## config.mk

```make
export PLATFORM = sky130hd
export DESIGN_NAME = wca_signal_debounce_flat
export DESIGN_NICKNAME = d
export VERILOG_FILES = /design/src/rtl/wca_signal_debounce_if.sv /design/src/rtl/wca_signal_debounce.sv /design/src/flat_wrapper.sv
export SDC_FILE = /design/constraint.sdc
export NUM_CORES = 1
export LEC_CHECK = 0
export CAP_MARGIN = 15
export CORE_MARGIN = 10
export CORE_UTILIZATION = 40
export CTS_BUF_LIST = sky130_fd_sc_hd__clkbuf_4
export DETAILED_ROUTE_END_ITERATION = 10
export PLACE_DENSITY_LB_ADDON = 0.08
export SETUP_SLACK_MARGIN = 0.1
export SYNTH_ARGS = -nofsm -noshare
export SYNTH_HDL_FRONTEND = slang
export SYNTH_SLANG_ARGS = --single-unit
```

## constraint.sdc

```tcl
create_clock -name clk -period 3.2 [get_ports clk]
set_input_delay 0.96 -clock clk [delete_from_list [all_inputs] [get_ports clk]]
set_output_delay 0.96 -clock clk [all_outputs]
set_load 0.02 [all_outputs]
```

## src/rtl/wca_signal_debounce_if.sv

```systemverilog
`default_nettype none
// ============================================================================
// Module   : wca_signal_debounce_if
// Purpose  : Groups the sample-side and result-side signals of the debouncer.
//            ena   - sample enable (driven by master)
//            in    - raw level to be debounced (driven by master)
//            level - debounced level (driven by slave)
//            rise  - one-cycle 0->1 pulse (driven by slave)
//            fall  - one-cycle 1->0 pulse (driven by slave)
//            busy  - candidate transition being qualified (driven by slave)
// Revision : 1.0 - initial release
// ============================================================================
interface wca_signal_debounce_if;
    logic ena;
    logic in;
    logic level;
    logic rise;
    logic fall;
    logic busy;

    modport master (
        output ena,
        output in,
        input  level,
        input  rise,
        input  fall,
        input  busy
    );

    modport slave (
        input  ena,
        input  in,
        output level,
        output rise,
        output fall,
        output busy
    );
endinterface : wca_signal_debounce_if
`default_nettype wire

```

## src/rtl/wca_signal_debounce.sv

```systemverilog
`default_nettype none
// ============================================================================
// Module   : wca_signal_debounce
// Purpose  : Debounces a single-bit level. A new level is accepted only after
//            HOLD_COUNT consecutive enabled samples at that level; a shorter
//            excursion is discarded as a glitch. Emits registered one-cycle
//            rise/fall pulses on every accepted change.
// Ports    : clk   - clock, all logic on rising edge
//            reset - synchronous active-high reset (priority over all inputs)
//            dbif  - wca_signal_debounce_if.slave (ena, in, level, rise,
//                    fall, busy)
// Params   : HOLD_COUNT - samples needed to accept a new level (2..255)
//            CNT_WIDTH  - hold counter width, 2**CNT_WIDTH > HOLD_COUNT
// Config   : WCA_DEBOUNCE_SYNC_EN - when defined, in passes through an
//            internal two-flop synchronizer first (adds 2 cycles latency).
// Revision : 1.0 - initial release
// ============================================================================
module wca_signal_debounce #(
    parameter int HOLD_COUNT = 4,
    parameter int CNT_WIDTH  = 8
) (
    input  wire logic           clk,
    input  wire logic           reset,
    wca_signal_debounce_if.slave dbif
);

    typedef enum logic [0:0] {
        ST_STABLE = 1'b0,
        ST_CHECK  = 1'b1
    } state_t;

    localparam logic [CNT_WIDTH-1:0] c_cnt_one  = CNT_WIDTH'(1);
    localparam logic [CNT_WIDTH-1:0] c_cnt_last = CNT_WIDTH'(HOLD_COUNT - 1);

    state_t               r_state;
    state_t               w_state_nxt;
    logic [CNT_WIDTH-1:0] r_cnt;
    logic [CNT_WIDTH-1:0] w_cnt_nxt;
    logic                 r_level;
    logic                 w_level_nxt;
    logic                 r_rise;
    logic                 w_rise_nxt;
    logic                 r_fall;
    logic                 w_fall_nxt;
    logic                 r_busy;
    logic                 w_sample;

`ifdef WCA_DEBOUNCE_SYNC_EN
    // The synchronizer runs regardless of ena: it only resolves metastability
    // and must keep tracking the pin so that no stale value is released
    // when sampling resumes.
    logic r_sync1;
    logic r_sync2;

    always_ff @(posedge clk) begin
        if (reset) begin
            r_sync1 <= 1'b0;
            r_sync2 <= 1'b0;
        end else begin
            r_sync1 <= dbif.in;
            r_sync2 <= r_sync1;
        end
    end

    assign w_sample = r_sync2;
`else
    assign w_sample = dbif.in;
`endif

    // Next-state / output decode. With ena low every register keeps its
    // value except the pulses, which default to 0.
    always_comb begin
        w_state_nxt = r_state;
        w_cnt_nxt   = r_cnt;
        w_level_nxt = r_level;
        w_rise_nxt  = 1'b0;
        w_fall_nxt  = 1'b0;

        if (dbif.ena) begin
            case (r_state)
                ST_STABLE: begin
                    if (w_sample != r_level) begin
                        // This sample is the first of the HOLD_COUNT run.
                        w_state_nxt = ST_CHECK;
                        w_cnt_nxt   = c_cnt_one;
                    end else begin
                        w_cnt_nxt   = '0;
                    end
                end
                ST_CHECK: begin
                    if (w_sample == r_level) begin
                        // Excursion ended early: glitch, discard silently.
                        w_state_nxt = ST_STABLE;
                        w_cnt_nxt   = '0;
                    end else if (r_cnt >= c_cnt_last) begin
                        // '>=' rather than '==' keeps the counter bounded
                        // even if it were ever corrupted above the limit.
                        w_state_nxt = ST_STABLE;
                        w_cnt_nxt   = '0;
                        w_level_nxt = w_sample;
                        w_rise_nxt  = w_sample;
                        w_fall_nxt  = ~w_sample;
                    end else begin
                        w_cnt_nxt   = r_cnt + c_cnt_one;
                    end
                end
                default: begin
                    w_state_nxt = ST_STABLE;
                    w_cnt_nxt   = '0;
                end
            endcase
        end
    end

    always_ff @(posedge clk) begin
        if (reset) begin
            r_state <= ST_STABLE;
            r_cnt   <= '0;
            r_level <= 1'b0;
            r_rise  <= 1'b0;
            r_fall  <= 1'b0;
            r_busy  <= 1'b0;
        end else begin
            r_state <= w_state_nxt;
            r_cnt   <= w_cnt_nxt;
            r_level <= w_level_nxt;
            r_rise  <= w_rise_nxt;
            r_fall  <= w_fall_nxt;
            // Registered copy of (state == CHECK), aligned with r_state.
            r_busy  <= (w_state_nxt == ST_CHECK);
        end
    end

    assign dbif.level = r_level;
    assign dbif.rise  = r_rise;
    assign dbif.fall  = r_fall;
    assign dbif.busy  = r_busy;

endmodule : wca_signal_debounce
`default_nettype wire

```

## src/flat_wrapper.sv

```systemverilog
// flat-port wrapper written by rule: the top's interface ports become plain ports
module wca_signal_debounce_flat 
#(
    parameter int HOLD_COUNT = 4,
    parameter int CNT_WIDTH  = 8
)
  (clk, reset, dbif_ena, dbif_in, dbif_level, dbif_rise, dbif_fall, dbif_busy);
  wca_signal_debounce_if dbif_i ();
  input  wire logic clk;
  input  wire logic reset;
  input wire logic [$bits(dbif_i.ena)-1:0] dbif_ena;
  input wire logic [$bits(dbif_i.in)-1:0] dbif_in;
  output wire logic [$bits(dbif_i.level)-1:0] dbif_level;
  output wire logic [$bits(dbif_i.rise)-1:0] dbif_rise;
  output wire logic [$bits(dbif_i.fall)-1:0] dbif_fall;
  output wire logic [$bits(dbif_i.busy)-1:0] dbif_busy;
  assign dbif_i.ena = dbif_ena;
  assign dbif_i.in = dbif_in;
  assign dbif_level = dbif_i.level;
  assign dbif_rise = dbif_i.rise;
  assign dbif_fall = dbif_i.fall;
  assign dbif_busy = dbif_i.busy;
  wca_signal_debounce #(.HOLD_COUNT(HOLD_COUNT), .CNT_WIDTH(CNT_WIDTH)) u_core (.clk(clk), .reset(reset), .dbif(dbif_i));
endmodule
```

run_1/logic_types.png
Drawn at 6 px/um.
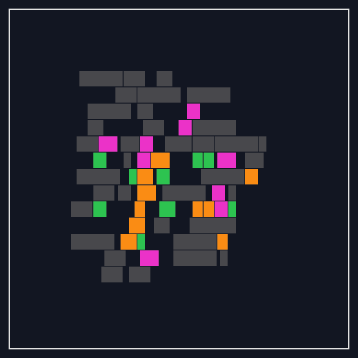
- magenta: and/or cells (cells 9; most used and2_1; where centre)
- orange: aoi and oai cells (cells 10; most used a21oi_1; where centre)
- green: nand cells (cells 9; where centre)

run_1/wires.png
Drawn at 6 px/um.
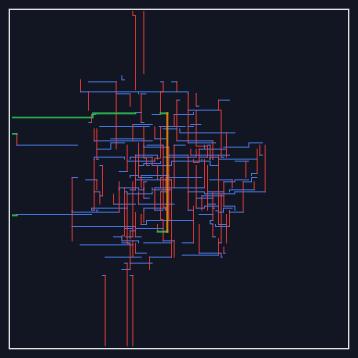
- green: metal 3 (wire length 25.3 um)
- orange: metal 4 (wire length 19.7 um)
- blue: metal 1 (wire length 447 um)
- red: metal 2 (wire length 455 um)
Vias: 422
Detailed Route WL: 946 um
GRT Util Overall: 6.301%
wire length per cell: 12.13 um

==> flow_metrics.tcl, run 1 <==
# flow metrics
set metrics [dict create \
    run_status "finished, final reports clean" \
    finalCritPeriodShare_pct 70.56 \
    grt_pass1_vias 410 \
    async_flop_share_pct 0 \
    numCtsBuffers 3 \
    ys_seq_share_pct 45.50 \
    seqPwrFrac_pct 59.2 \
    largest_class "logic gates" \
    ir_worst_vdd_mv 0.2142 \
    drt_iter0_drc 7 \
    rrSetupSlack_ns 1.84 \
    cp.arrival_ns 1.30 \
    endpoint_kind "output port" \
    logic_area_sq_um 284.0 \
    period_needed_ns 2.258 \
    dr.pass1.iters 4 \
    diodes 0 \
    fp.dieH_um 56.33 \
    maxCapViolCount 0 \
    powerDensity_nw_per_um2 403.0 \
    clock_cell_area_share_pct 3.523 \
    cts_tree "built" \
    pg_clk_uw 87.9 \
    min_path_type "reg2reg" \
    die-area_sq_um 3173 \
    report.final.slew_viol_count 0 \
    p_int_uw 203.1 \
    synthMostInstantiatedCell "dfxtp_1" \
    worst_slew_pin_slew_ns 0.4196 \
    layout-drive-gt1-share_pct 9.524 \
    cp.depth 1 \
    wl_met1_um 446 \
    fp_util_pct 41.62 \
    reg2regPathDepth 4 \
    p_leak_nw 0.2283 \
    post-route-util_pct 50.39 \
    pg_comb_uw 17.2 \
    slowest_delay_ns 0.63 \
    switching_power_uw 54.57 \
    critPathBufInv 1 \
    stdcell_area_sq_um 639.4 \
    largest_register "u_core.r_cnt" \
    inverters 1 \
    pg_seq_uw 153 \
    num-nets-final 70 \
    clock-sinks 12 \
    power_top_consumer "sequential cells" \
    top_logic_kind "simple AND/OR/NAND/NOR gates" \
    met1_usage_pct 7.009 \
    ant_nets 0 \
    total_power_uw 257.6 \
    rsz0062_at_grt "false" \
    ff_type "dfxtp_1" \
    crit_path_max_fanout 6 \
    num-multi-input-gates 40 \
    final_hold_viol_count 0 \
    dp_hpwl_um 745.9 \
    pre_cts_slack_ns 0.8857 \
    placed_area_sq_um 616.8 \
    overflow 0 \
    synth.area.top_cells "dfxtp_1 45%, nor4_4 4.0%, and2_1 3.6%, nand2b_1 3.6%, a21oi_1 2.8%" \
    cts_buffer_depth 2 \
    edf_count 0 \
    holdPathStages 2 \
    die_w_um 56.33 \
    mux_area_share_pct 1.896 \
    synth.cellmix.compoundShare_pct 14.45 \
    seq-cell-share_pct 37.57 \
    path_delay_family "buffers and inverters" \
]
run_1/io_fan.png
Drawn at 8 px/um.
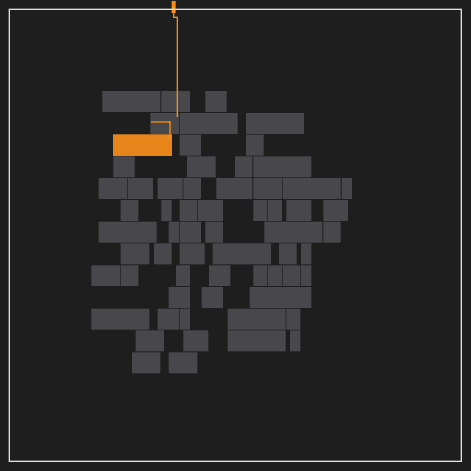
- orange: dbif_fall (bits 1; direction output; edge top; end cells 1; buffers 1; wire 17.9 um)

run_1/sizes.png
Drawn at 6 px/um.
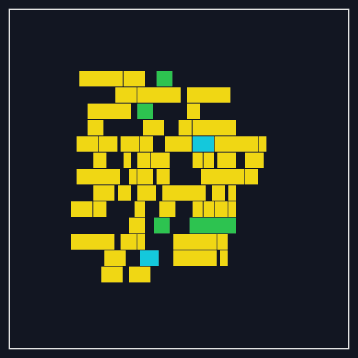
- green: _3 and _4 cells (cells 4)
- cyan: _2 cells (cells 2)
- yellow: _0 and _1 cells (cells 57)
bufs w/o clock: 7
Area growth syn-to-layout: 21.09%
worst setup margin: 0.9421 ns

==> run 2: changes to the inputs <==
clock period = 1.8 ns   (was 3.2 ns; I/O delays follow)
run_2/io_fan.png
Drawn at 8 px/um.
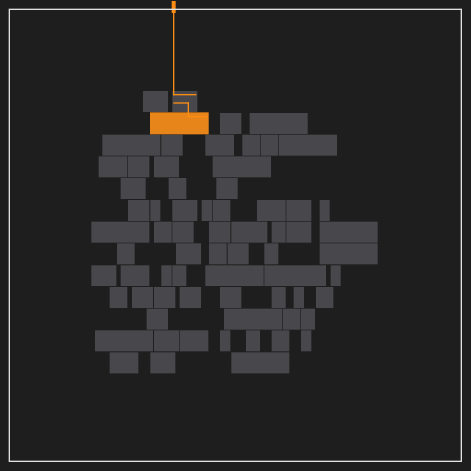
- orange: dbif_fall (bits 1; direction output; edge top; end cells 1; buffers 1; wire 19.0 um)
IO Port Bufs: 7
I/O pin total: 8

==> flow_metrics.tcl, run 2 <==
# flow metrics
set metrics [dict create \
    met1_usage_pct 7.644 \
    rsz0062_at_grt "false" \
    grt_usage_pct 6.934 \
    powerDensity_nw_per_um2 710.9 \
    layout-drive-gt1-share_pct 15.94 \
    logic_area_sq_um 284.0 \
    grt_pass1_vias 437 \
    num-multi-input-gates 40 \
    ff_type "dfxtp_1" \
    maxCapViolCount 0 \
    synth.area.top_cells "dfxtp_1 45%, nor4_4 4.0%, and2_1 3.6%, nand2b_1 3.6%, a21oi_1 2.8%" \
    pg_comb_uw 38.2 \
    cp.depth 4 \
    num-nets-final 75 \
    cts_buffer_depth 2 \
    min_path_type "reg2reg" \
    overflow 0 \
    seq-cell-share_pct 35.56 \
    largest_class "logic gates" \
    p_leak_nw 0.2726 \
    placed_area_sq_um 654.4 \
    slowest_delay_ns 0.58 \
    async_flop_share_pct 0 \
    reg2regPathDepth 4 \
    wl_per_cell_um 12.21 \
    inverters 1 \
    seqPwrFrac_pct 56.4 \
    crit_path_max_fanout 7 \
    cts_tree "built" \
    critPathBufInv 1 \
    ys_seq_share_pct 45.50 \
    top_logic_kind "simple AND/OR/NAND/NOR gates" \
    pre_cts_slack_ns -0.05530 \
    wirelength_um 1026 \
    pg_clk_uw 171 \
    dr.pass1.iters 4 \
    total_power_uw 480.3 \
    endpoint_kind "flop" \
    clock_cell_area_share_pct 3.889 \
    p_int_uw 369.6 \
    mux_area_share_pct 1.896 \
    run_status "finished, final reports clean" \
    ant_nets 0 \
    period_needed_ns 1.578 \
    clock-sinks 12 \
    rrSetupSlack_ns 0.45 \
    num_vias 441 \
    final_hold_viol_count 0 \
    wl_met1_um 487 \
    timing.final.ws_setup_ns 0.2222 \
    numCtsBuffers 3 \
    post-route-util_pct 53.25 \
    diodes 0 \
    pg_seq_uw 271 \
    synthMostInstantiatedCell "dfxtp_1" \
    finalCritPeriodShare_pct 87.66 \
    holdPathStages 2 \
    dp_hpwl_um 805.2 \
    stdcell_area_sq_um 675.6 \
]
